`src/rtl/line_follow_sequencer.sv`:
```
// Line-following robot sequencer: synchronised, debounced L/M/R sensors drive a
// drive/search/fault FSM with motor enables. Define LFS_PWM_EN to generate PWM enables.
module line_follow_sequencer #(
    parameter int DEBOUNCE       = 4,
    parameter int LOST_TIMEOUT   = 32,
    parameter int BACKUP_CYCLES  = 8,
    parameter int SEARCH_TIMEOUT = 256,
    parameter int PWM_PERIOD     = 16,
    parameter int DUTY_FWD       = 12,
    parameter int DUTY_TURN      = 8
) (
    input  logic       clk,
    input  logic       rst_n,
    input  logic       L,
    input  logic       M,
    input  logic       R,
    input  logic       start,
    input  logic       stop,
    output logic [2:0] state,
    output logic       ENA,
    output logic       ENB,
    output logic       fault,
    output logic       busy
);

    localparam int DW       = (DEBOUNCE > 1) ? $clog2(DEBOUNCE + 1) : 1;
    localparam int LW       = (LOST_TIMEOUT > 1) ? $clog2(LOST_TIMEOUT + 1) : 1;
    localparam int SRCH_MAX = (SEARCH_TIMEOUT > BACKUP_CYCLES) ? SEARCH_TIMEOUT : BACKUP_CYCLES;
    localparam int SW       = (SRCH_MAX > 1) ? $clog2(SRCH_MAX + 1) : 1;

    localparam logic [DW-1:0] DB_MAX      = DW'(DEBOUNCE);
    localparam logic [DW-1:0] DB_LAST     = DW'(DEBOUNCE - 1);
    localparam logic [LW-1:0] LOST_LAST   = LW'(LOST_TIMEOUT - 1);
    localparam logic [SW-1:0] BACKUP_LAST = SW'(BACKUP_CYCLES - 1);
    localparam logic [SW-1:0] SRCH_LAST   = SW'(SEARCH_TIMEOUT - 1);

    localparam logic DIR_L = 1'b0;
    localparam logic DIR_R = 1'b1;

    typedef enum logic [2:0] {
        S_IDLE, S_FWD, S_LEFT, S_RIGHT, S_BACKUP, S_PIVOT, S_FAULT
    } fsm_t;

    typedef enum logic [2:0] {
        D_FWD, D_LEFT, D_RIGHT, D_HOLD, D_LOST
    } dec_t;

    function automatic dec_t decode(input logic [2:0] p);
        case (p)
            3'b010, 3'b111: decode = D_FWD;
            3'b110, 3'b100: decode = D_LEFT;
            3'b011, 3'b001: decode = D_RIGHT;
            3'b101:         decode = D_HOLD;
            default:        decode = D_LOST;
        endcase
    endfunction

    function automatic logic [2:0] drive_code(input fsm_t s, input logic dir);
        case (s)
            S_FWD:    drive_code = 3'd1;
            S_LEFT:   drive_code = 3'd2;
            S_RIGHT:  drive_code = 3'd3;
            S_BACKUP: drive_code = 3'd4;
            S_PIVOT:  drive_code = (dir == DIR_L) ? 3'd2 : 3'd3;
            default:  drive_code = 3'd0;
        endcase
    endfunction

    // ---------------- sensor synchroniser and debounce ----------------
    logic [2:0]    sync1_reg, sync2_reg, cand_reg, acc_reg;
    logic [DW-1:0] db_cnt_reg;

    always_ff @(posedge clk or negedge rst_n) begin
        if (!rst_n) begin
            sync1_reg  <= '0;
            sync2_reg  <= '0;
            cand_reg   <= '0;
            acc_reg    <= '0;
            db_cnt_reg <= '0;
        end else begin
            sync1_reg <= {L, M, R};
            sync2_reg <= sync1_reg;
            if (sync2_reg != cand_reg) begin
                // first cycle of a new value counts as stable cycle one
                cand_reg   <= sync2_reg;
                db_cnt_reg <= DW'(1);
                if (DEBOUNCE <= 1) acc_reg <= sync2_reg;
            end else if (db_cnt_reg < DB_MAX) begin
                db_cnt_reg <= db_cnt_reg + 1'b1;
                if (db_cnt_reg == DB_LAST) acc_reg <= cand_reg;
            end
        end
    end

    // ---------------- sequencing FSM ----------------
    fsm_t          st_reg, st_next;
    logic          dir_reg, dir_next;
    logic [LW-1:0] lost_reg, lost_next;
    logic [SW-1:0] srch_reg, srch_next;
    logic          fault_next;
    logic          busy_next;
    dec_t          dec;

    always_comb begin
        st_next    = st_reg;
        dir_next   = dir_reg;
        lost_next  = lost_reg;
        srch_next  = srch_reg;
        fault_next = fault;
        dec        = decode(acc_reg);

        if (stop) begin
            st_next   = S_IDLE;
            lost_next = '0;
            srch_next = '0;
        end else begin
            case (st_reg)
                S_IDLE, S_FAULT: begin
                    if (start) begin
                        fault_next = 1'b0;
                        lost_next  = '0;
                        srch_next  = '0;
                        case (dec)
                            D_LEFT:  begin st_next = S_LEFT;  dir_next = DIR_L; end
                            D_RIGHT: begin st_next = S_RIGHT; dir_next = DIR_R; end
                            default: st_next = S_FWD;
                        endcase
                    end
                end
                S_FWD, S_LEFT, S_RIGHT: begin
                    case (dec)
                        D_FWD:   begin st_next = S_FWD; lost_next = '0; end
                        D_LEFT:  begin st_next = S_LEFT;  dir_next = DIR_L; lost_next = '0; end
                        D_RIGHT: begin st_next = S_RIGHT; dir_next = DIR_R; lost_next = '0; end
                        D_HOLD:  lost_next = '0;
                        default: begin
                            if (lost_reg >= LOST_LAST) begin
                                st_next   = S_BACKUP;
                                lost_next = '0;
                                srch_next = '0;
                            end else begin
                                lost_next = lost_reg + 1'b1;
                            end
                        end
                    endcase
                end
                S_BACKUP, S_PIVOT: begin
                    case (dec)
                        D_FWD:   begin st_next = S_FWD; lost_next = '0; srch_next = '0; end
                        D_LEFT:  begin st_next = S_LEFT;  dir_next = DIR_L; lost_next = '0; srch_next = '0; end
                        D_RIGHT: begin st_next = S_RIGHT; dir_next = DIR_R; lost_next = '0; srch_next = '0; end
                        default: begin
                            // 101 carries no direction, so the search keeps running
                            if (srch_reg >= SRCH_LAST) begin
                                st_next    = S_FAULT;
                                fault_next = 1'b1;
                                srch_next  = '0;
                                lost_next  = '0;
                            end else begin
                                srch_next = srch_reg + 1'b1;
                                if (st_reg == S_BACKUP && srch_reg >= BACKUP_LAST)
                                    st_next = S_PIVOT;
                            end
                        end
                    endcase
                end
                default: begin
                    st_next   = S_IDLE;
                    lost_next = '0;
                    srch_next = '0;
                end
            endcase
        end

        busy_next = (st_next != S_IDLE) && (st_next != S_FAULT);
    end

    always_ff @(posedge clk or negedge rst_n) begin
        if (!rst_n) begin
            st_reg   <= S_IDLE;
            dir_reg  <= DIR_L;
            lost_reg <= '0;
            srch_reg <= '0;
            state    <= 3'd0;
            fault    <= 1'b0;
            busy     <= 1'b0;
        end else begin
            st_reg   <= st_next;
            dir_reg  <= dir_next;
            lost_reg <= lost_next;
            srch_reg <= srch_next;
            state    <= drive_code(st_next, dir_next);
            fault    <= fault_next;
            busy     <= busy_next;
        end
    end

    // ---------------- motor enables ----------------
`ifdef LFS_PWM_EN
    localparam int PW = (PWM_PERIOD > 1) ? $clog2(PWM_PERIOD) : 1;
    localparam logic [PW-1:0] PWM_LAST = PW'(PWM_PERIOD - 1);

    logic [PW-1:0] pwm_reg, pwm_next;
    logic [31:0]   duty_next;

    always_comb begin
        pwm_next = (pwm_reg >= PWM_LAST) ? '0 : pwm_reg + 1'b1;
        case (st_next)
            S_FWD:                               duty_next = 32'(DUTY_FWD);
            S_LEFT, S_RIGHT, S_BACKUP, S_PIVOT:  duty_next = 32'(DUTY_TURN);
            default:                             duty_next = 32'd0;
        endcase
    end

    // enable registered against the counter value it will sit beside
    always_ff @(posedge clk or negedge rst_n) begin
        if (!rst_n) begin
            pwm_reg <= '0;
            ENA     <= 1'b0;
            ENB     <= 1'b0;
        end else begin
            pwm_reg <= pwm_next;
            ENA     <= (32'(pwm_next) < duty_next);
            ENB     <= (32'(pwm_next) < duty_next);
        end
    end
`else
    always_ff @(posedge clk or negedge rst_n) begin
        if (!rst_n) begin
            ENA <= 1'b0;
            ENB <= 1'b0;
        end else begin
            ENA <= busy_next;
            ENB <= busy_next;
        end
    end
`endif

endmodule

```
`config.mk`:
```
export PLATFORM = sky130hd
export DESIGN_NAME = line_follow_sequencer
export DESIGN_NICKNAME = d
export VERILOG_FILES = /design/src/rtl/line_follow_sequencer.sv
export SDC_FILE = /design/constraint.sdc
export NUM_CORES = 1
export LEC_CHECK = 0
export ABC_AREA = 1
export CAP_MARGIN = 20
export CORE_MARGIN = 5
export CORE_UTILIZATION = 43
export DETAILED_ROUTE_END_ITERATION = 7
export PLACE_DENSITY = 0.66
export REMOVE_ABC_BUFFERS = 1
export SYNTH_ARGS = -nofsm -noshare
export SYNTH_HDL_FRONTEND = slang
export SYNTH_SLANG_ARGS = --single-unit
export TNS_END_PERCENT = 30
```
`constraint.sdc`:
```
create_clock -name clk -period 3.7 [get_ports clk]
set_input_delay 0.37 -clock clk [delete_from_list [all_inputs] [get_ports clk]]
set_output_delay 0.37 -clock clk [all_outputs]
set_load 0.02 [all_outputs]
```
==> run_1/placement.png <==
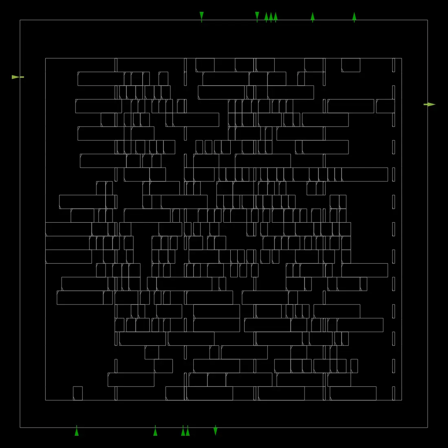
final-layout fill cell count: 480
fin util: 51.69%

==> run_1/metal_density.png <==
The die is cut into 16 by 16 equal tiles; black is low, pale yellow is high, scaled to the fullest tile. Values are wire area over tile area, all layers added.
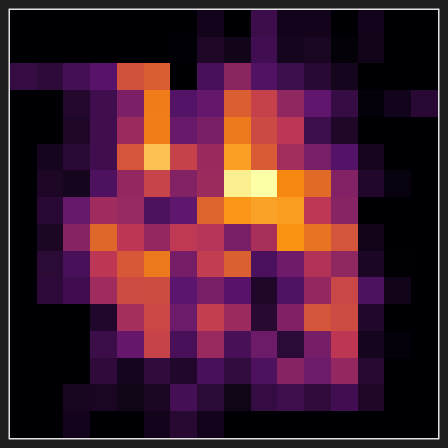
- tiles over half the peak: 16%
- fullest tile: 0.48
- emptiest ninth of the die: top right
DR vias: 1,744
WL per Instance: 12.11 µm
All-Layer GR Usage: 15.18%
WL final: 4275 µm

==> run_1/placement_by_type.png <==
Bar = 20 µm. Fill, decap, tap and diode cells in grey.
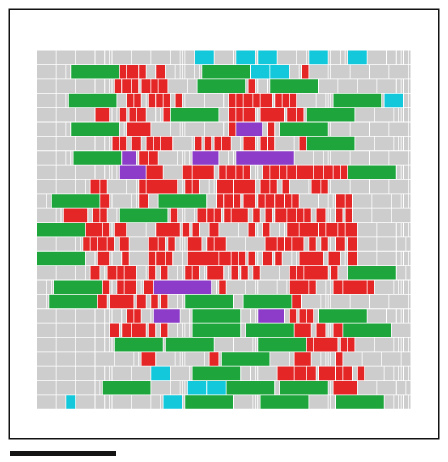
- green: sequential cells (cells 39)
- purple: clock drivers and dummy loads (cells 8)
- red: combinational and other logic (cells 226)
- cyan: remaining buffers and delay cells (cells 13)
core area: 4817 µm²
FP Rows: 25
post-route cell area: 2490 µm²
flop share of the area: 39.20%

==> flow_summary.yaml, run 1 <==
# generated from flow reports
outcome:
  status: "complete, no violations"
final_timing:
  post-route-period-util_pct: 67.11
  setup_violations: 0
  clock-skew-final_ns: 0.006456
  rsz0062_at_grt: "false"
  min_period_ns: 2.483
  fin_ws_ns: 1.217
  slew_viol_final: 0
  max_freq_mhz: 402.7
  hold_ws_ns: 0.1879
  worstMarginPinSlew_ns: 0.8644
  hold_viol: 0
  max_slew_margin_pct: 42.38
setup_path:
  critical_path_buf_inv_count: 1
  r2r_slack_ns: 1.22
  path_depth: 13
  crit_family: "simple AND/OR/NAND/NOR gates"
  critPathCaptureType: "flip-flop"
  arrival_ns: 2.71
  cp_max_fo: 8
  crit_slowest_cell: "dfrtp_1"
  reg2regPathDepth: 13
  crit_path_frequent_cell: "nand2_1"
  start_kind: "flip-flop"
  r2r-start: "acc_reg[2]"
  cp-endpoint: "state[2]"
  cpPeakStageDelay_ns: 0.50
  worstPathRequired_ns: 3.92
  crit_chain: "inv_2, ha_1, nor2_2, nand2_1, nor2_2, nand2_1, nand3_1, nand2_1, a21oi_2, nor2_1, ha_1, or2_0, nor2_1"
pwr:
  pg_comb_mw: 0.699
  ir_drop_mv: 0.3145
  power_switching_mw: 0.6746
  seq_power_share_pct: 32.7
  p_leak_nw: 1.215
  netSwitchingFraction_pct: 40.46
  pwr-share-clk_pct: 25.4
  p_comb_share_pct: 41.9
  p_per_area_nw_per_um2: 669.6
  internal_power_mw: 0.9927
  seq-power_mw: 0.546
logic_synthesis:
  edf_count: 0
  yosys.area.top_type: "dfrtp_1"
  ys_area_um2: 2171
  ys_seq_share_pct: 44.96
  yosysUniqueCellTypes: 34
  synth_area_um2: 2171
  avgSynthCellArea_um2: 8.040
  ys_warn_count: 0
  netlist_instances: 270
  top_cells_by_count: "nand2_1 (58), dfrtp_1 (39), inv_1 (33)"
  ys_cells: 270
  yosysMostFrequentCell: "nand2_1"
  synthArstFlopShare_pct: 100.0
  ff_type: "dfrtp_1"
  yosys-top-cells-area: "dfrtp_1 (45%), nand2_1 (10%), inv_1 (5.7%)"
finish:
  comb_share_pct: 40.65
  mostFrequentLayoutCells: "nand2_1 (58), dfrtp_1 (39), inv_1 (33), nor2_1 (26), a21oi_1 (18)"
  largest_reg_flops: 9
  largestClassByArea: "multi-input combinational cells"
  buffers: 13
  nMultiInputCombCells: 185
  stdcell_count: 353
  n_antenna_cell: 0
  layout_top_cell: "nand2_1"
  clkbuf_count: 5
  area_growth_pct: 14.70
  final-seq-area_um2: 975.9
  seq_cell_count: 39
  buffer_area_share_pct: 5.025
  fin_nets: 301
  clk_share_pct: 5.477
  inverters_excl_clock: 41
routing:
  remaining_drc_errors: 0
  antenna_left: 0
  drtPass1Iterations: 4
  vias_per_cell: 4.941
  first_iter_violations: 114
placement:
  placed_cells: 345
  dp_hpwl_um: 3133
  place.gp.congestion: 0.9281
  io_buffers: 13
  pre_cts_ws_ns: 1.261
die:
  chipWidth_um: 81.05
  fp_util_pct: 45.06
  nWellTaps: 67
flow_run:
  warnings: 27
  maxCapViolations: 0
clock_tree:
  clock_path_buffers: 2
  ctsHoldBuffers: 0
  cts_tree: "yes"
  clk_latency_ns: 0.29
  cts_root_buf: "clkbuf_8"
  cts.repair.resized: 0
  cts_buffers: 5
global_route:
  busiest_layer: "met2"
  use_met3_pct: 3.880
  use_met2_pct: 25.70
  grt_pass1_wl_um: 7783
  grt_use_met1_pct: 19.18
  grt_antenna_before_repair: 0
  overflow: 0
hold_path:
  hp-class: "in2async"
-- run 1: routing by layer --
| layer | vias up | routed length (µm) |
|---|---|---|
| met2 | 31 | 2079 |
| met1 | 803 | 1995 |
| met4 | 0 | 50 |
| met5 | - | 0 |
| li1 | 905 | - |
| met3 | 5 | 149 |
-- run 1: kinds of logic (layout without fill, tap and decap cells) --
group / count (synthesis) / in the layout / share of synthesized area (%)
and+or+nand+nor: 127 / 127 / 27.09
adders and majority gates: 9 / 9 / 5.187
xor gates and xnor gates: 4 / 4 / 1.614
AOI/OAI and AO/OA: 45 / 45 / 12.74
DFF: 39 / 39 / 44.96
buffers and inverters: 46 / 62 / 8.415
==> run 2: changes to the inputs <==
==> constraint.sdc (replaced) <==
create_clock -name clk -period 2.4 [get_ports clk]
set_input_delay 0.24 -clock clk [delete_from_list [all_inputs] [get_ports clk]]
set_output_delay 0.24 -clock clk [all_outputs]
set_load 0.02 [all_outputs]
==> run_2/placement.png <==
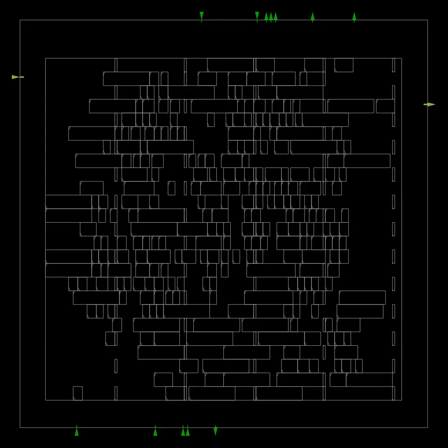
final-layout fill cell count: 479
flop share of the area: 39.66%
fin util: 51.22%

==> run 2 against run 1 <==
  * Cell area shrank 0.90%
  * Cell count is 0.85% higher
  * Critical path type unchanged
  * Combinational power grew about 60%
  * Clock skew down 0.0026 ns
  * Largest cell class unchanged
  * Sequential power increased by 55%
  * Area after synthesis is the same
==> flow_summary.yaml, run 2 <==
# generated from flow reports
final_timing:
  rsz0062_at_grt: "false"
  max_freq_mhz: 454.6
  max_slew_margin_pct: 43.09
  fin_ws_ns: 0.2004
  clock-skew-final_ns: 0.003835
  post-route-period-util_pct: 91.65
  setup_violations: 0
  min_period_ns: 2.200
  worstMarginPinSlew_ns: 0.8537
  slew_viol_final: 0
  hold_viol: 0
  hold_ws_ns: 0.06345
die:
  chipWidth_um: 81.05
  coreArea_um2: 4817
  rows: 25
  fp_util_pct: 45.06
  io_pins: 14
pwr:
  ir_drop_mv: 0.4254
  p_per_area_nw_per_um2: 969.6
  p_leak_nw: 1.211
  p_total_mw: 2.392
logic_synthesis:
  yosysUniqueCellTypes: 34
  ys_seq_share_pct: 44.96
  ys_warn_count: 0
  adder_share_pct: 5.187
  ff_type: "dfrtp_1"
  edf_count: 0
  ys_sh_aoi_pct: 12.74
  synth_area_um2: 2171
  yosys.area_share.simple_pct: 27.09
  yosysMostFrequentCell: "nand2_1"
  yosys-top-cells-area: "dfrtp_1 (45%), nand2_1 (10%), inv_1 (5.7%)"
  netlist_instances: 270
  synthArstFlopShare_pct: 100.0
  ys_top_logic_family: "simple AND/OR/NAND/NOR gates"
  ys_sh_xor_pct: 1.614
  ys_area_um2: 2171
  top_cells_by_count: "nand2_1 (58), dfrtp_1 (39), inv_1 (33)"
  avgSynthCellArea_um2: 8.040
  yosys.area.top_type: "dfrtp_1"
  muxShareOfSynthArea_pct: 0
  ys_cells: 270
setup_path:
  start_kind: "flip-flop"
  r2r-start: "srch_reg[1]"
  critPathCaptureType: "flip-flop"
  crit_slowest_cell: "dfrtp_1"
  crit_family: "simple AND/OR/NAND/NOR gates"
  cpPeakStageDelay_ns: 0.40
  crit_chain: "ha_1, nand2_1, nor3_1, ha_1, nor2_1, nand3_1, nand2_1, nand2_1, a21oi_2, nor2_1, ha_1, or2_0, nor2_1"
  cp_max_fo: 3
  arrival_ns: 2.43
  r2r_slack_ns: 0.20
  path_depth: 13
  cp-endpoint: "state[2]"
  reg2regPathDepth: 13
  worstPathRequired_ns: 2.63
  critical_path_buf_inv_count: 0
clock_tree:
  cts_buffers: 5
  clock_path_buffers: 2
  clk_latency_ns: 0.29
  cts_root_buf: "clkbuf_8"
  ctsHoldBuffers: 0
  cts_tree: "yes"
  path_clk_slew_ns: 0.08
  cts.sinks: 39
  cts.repair.resized: 0
finish:
  final-seq-area_um2: 978.4
  layout_top_cell: "nand2_1"
  stdcell_count: 356
  mostFrequentLayoutCells: "nand2_1 (58), dfrtp_1 (37), inv_1 (33), nor2_1 (26), a21oi_1 (18)"
  area_growth_pct: 13.66
  postLayoutCellArea_um2: 2467
  fin_nets: 304
  n_antenna_cell: 0
  largest_reg_flops: 9
routing:
  vias_per_cell: 4.961
  routed-wl-met2_um: 2008
  drtPass1Iterations: 4
  wl_met1_um: 1996
  first_iter_violations: 146
  remaining_drc_errors: 0
  routed_wl_um: 4261
  route.vias.total: 1766
  top_layer_used: "met4"
  wl_met3_um: 166
  wl_per_cell_um: 11.97
  antenna_left: 0
global_route:
  grt_use_met1_pct: 19.04
  overflow: 0
  grt_pass1_wl_um: 7583
  busiest_layer: "met2"
  grt_antenna_before_repair: 0
  grt_usage_pct: 15.13
  use_met2_pct: 24.38
  grt_max_degree: 40
  use_met3_pct: 4.324
placement:
  io_buffers: 13
  placed_cells: 348
  place.gp.congestion: 0.8080
  pre_cts_ws_ns: 0.1338
  dpl_cell_area_um2: 2376
  dp_hpwl_um: 3217
hold_path:
  hp-class: "in2async"
flow_run:
  warnings: 27
  maxCapViolations: 0
outcome:
  status: "complete, no violations"
[run 2: final cells by class]
| type | instances | share of cell area [%] |
|---|---|---|
| clock buffer | 5 | 2.789 |
| multi-input combinational | 185 | 41.23 |
| timing repair buffer | 16 | 5.984 |
| inverter | 41 | 6.339 |
| tap | 67 | 3.398 |
| clock inverter | 3 | 0.6085 |
| sequential | 39 | 39.66 |
[run 2: cells by family after synthesis]
kind of cell,Yosys count
compound gates,45
xor+xnor,4
fa+ha+maj,9
buf+inv,46
flops,39
simple gates,127
[run 2: where the power goes]
group	internal, mW	switching [mW]	total [mW]
clock network	0.199	0.225	0.424
logic	0.402	0.722	1.12
registers	0.746	0.0988	0.845
total	1.35	1.05	2.39
==> run 3: changes to the inputs <==
--- a/config.mk
+++ b/config.mk
@@ -10,6 +10,7 @@
 export CORE_MARGIN = 5
 export CORE_UTILIZATION = 43
 export DETAILED_ROUTE_END_ITERATION = 7
+export GPL_ROUTABILITY_DRIVEN = 0
 export PLACE_DENSITY = 0.66
 export REMOVE_ABC_BUFFERS = 1
 export SYNTH_ARGS = -nofsm -noshare
==> run_3/placement.png <==
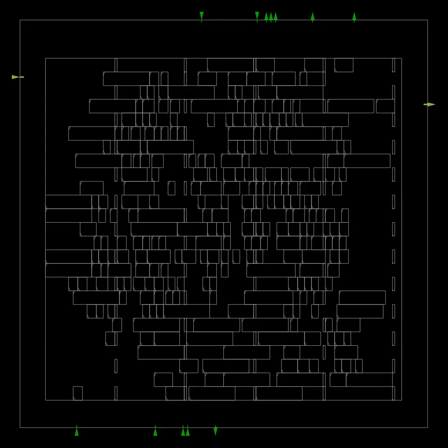
final std cells w/o fill: 356
Seq cells: 39
num tapcells: 67

==> run 3 against run 2 <==
  * Flip-flop count unchanged
  * Clock power hardly changed
  * Sequential power hardly changed
  * Cell area unchanged
  * Fmax did not move
  * Wire length stayed put
  * Critical path depth did not move
  * Largest power group unchanged
==> flow_summary.yaml, run 3 <==
# generated from flow reports
outcome:
  status: "complete, no violations"
logic_synthesis:
  ys_cells: 270
  yosys.area.top_type: "dfrtp_1"
  avgSynthCellArea_um2: 8.040
  adder_share_pct: 5.187
  ys_seq_share_pct: 44.96
  synthArstFlopShare_pct: 100.0
  ff_type: "dfrtp_1"
  yosys.area_share.simple_pct: 27.09
  edf_count: 0
  top_cells_by_count: "nand2_1 (58), dfrtp_1 (39), inv_1 (33)"
  muxShareOfSynthArea_pct: 0
  yosys-top-cells-area: "dfrtp_1 (45%), nand2_1 (10%), inv_1 (5.7%)"
  ys_warn_count: 0
  synth_area_um2: 2171
  yosysUniqueCellTypes: 34
  ys_top_logic_family: "simple AND/OR/NAND/NOR gates"
  yosysMostFrequentCell: "nand2_1"
finish:
  comb_share_pct: 41.23
  nMultiInputCombCells: 185
  final-seq-area_um2: 978.4
  inverters_excl_clock: 41
  mostFrequentLayoutCells: "nand2_1 (58), dfrtp_1 (37), inv_1 (33), nor2_1 (26), a21oi_1 (18)"
  clk_share_pct: 3.398
  postLayoutCellArea_um2: 2467
  clkbuf_count: 5
  layout_top_cell: "nand2_1"
  largestClassByArea: "multi-input combinational cells"
  buffer_area_share_pct: 5.984
  sh_seq_area_pct: 39.66
  postLayoutCoreUtil_pct: 51.22
  buffers: 16
  nFillCells: 479
  fin_nets: 304
  n_antenna_cell: 0
  area_growth_pct: 13.66
  largest_reg_flops: 9
clock_tree:
  path_clk_slew_ns: 0.08
  cts.sinks: 39
  clock_path_buffers: 2
  clk_latency_ns: 0.29
  cts_buffers: 5
  ctsHoldBuffers: 0
  cts_tree: "yes"
  cts.repair.resized: 0
  cts_root_buf: "clkbuf_8"
setup_path:
  crit_slowest_cell: "dfrtp_1"
  cp_max_fo: 3
  crit_chain: "ha_1, nand2_1, nor3_1, ha_1, nor2_1, nand3_1, nand2_1, nand2_1, a21oi_2, nor2_1, ha_1, or2_0, nor2_1"
  arrival_ns: 2.43
  start_kind: "flip-flop"
  worstPathRequired_ns: 2.63
  critPathCaptureType: "flip-flop"
  reg2regPathDepth: 13
  cpPeakStageDelay_ns: 0.40
pwr:
  seq_power_share_pct: 35.3
  pg_comb_mw: 1.12
  p_leak_nw: 1.211
  p_per_area_nw_per_um2: 969.6
  p_total_mw: 2.392
  seq-power_mw: 0.845
  p_clk_mw: 0.424
  netSwitchingFraction_pct: 43.70
  pwr-share-clk_pct: 17.7
  power.group.top: "combinational logic"
routing:
  routed_wl_um: 4261
  top_layer_used: "met4"
  first_iter_violations: 146
  vias_per_cell: 4.961
  antenna_left: 0
  drtPass1Iterations: 4
  route.vias.total: 1766
  wl_met3_um: 166
  wl_per_cell_um: 11.97
  routed-wl-met2_um: 2008
  wl_met1_um: 1996
  remaining_drc_errors: 0
placement:
  io_buffers: 13
  dpl_cell_area_um2: 2376
  dp_hpwl_um: 3217
  pre_cts_ws_ns: 0.1338
final_timing:
  fin_ws_ns: 0.2004
  min_period_ns: 2.200
  slew_viol_final: 0
  post-route-period-util_pct: 91.65
  worstMarginPinSlew_ns: 0.8537
  hold_viol: 0
  setup_violations: 0
  clock-skew-final_ns: 0.003835
  max_freq_mhz: 454.6
  hold_ws_ns: 0.06345
  max_slew_margin_pct: 43.09
  rsz0062_at_grt: "false"
global_route:
  grt_use_met1_pct: 19.04
  use_met3_pct: 4.324
  grt_antenna_before_repair: 0
  use_met2_pct: 24.38
  grt_usage_pct: 15.13
  busiest_layer: "met2"
  grt_max_degree: 40
  overflow: 0
  grt_pass1_wl_um: 7583
hold_path:
  hp-class: "in2async"
flow_run:
  maxCapViolations: 0
die:
  rows: 25
  coreArea_um2: 4817
-- run 3: cell counts after synthesis --
No cell type changed its count.
-- run 3: worst paths after layout --
check | start | endpoint | slack [ns]
max | srch_reg[1] | state[2] | 0.20
min | rst_n | sync2_reg[2] | 0.06
max reg2reg | srch_reg[1] | state[2] | 0.20
min reg2reg | sync1_reg[2] | sync2_reg[2] | 0.35
max in group asynchronous | rst_n | acc_reg[2] | 1.76
min in group clk | sync1_reg[2] | sync2_reg[2] | 0.35
-- run 3: worst max-delay path: cells and delay by family, from the launching register on --
kind / cells / cell delay (ns)
AND/OR/NAND/NOR: 9 / 0.88
flip-flops: 1 / 0.40
adder cells (fa/ha/maj): 3 / 0.71
AND-OR/OR-AND: 1 / 0.15
No activity file was given, so power comes from the tool's default toggle rates.
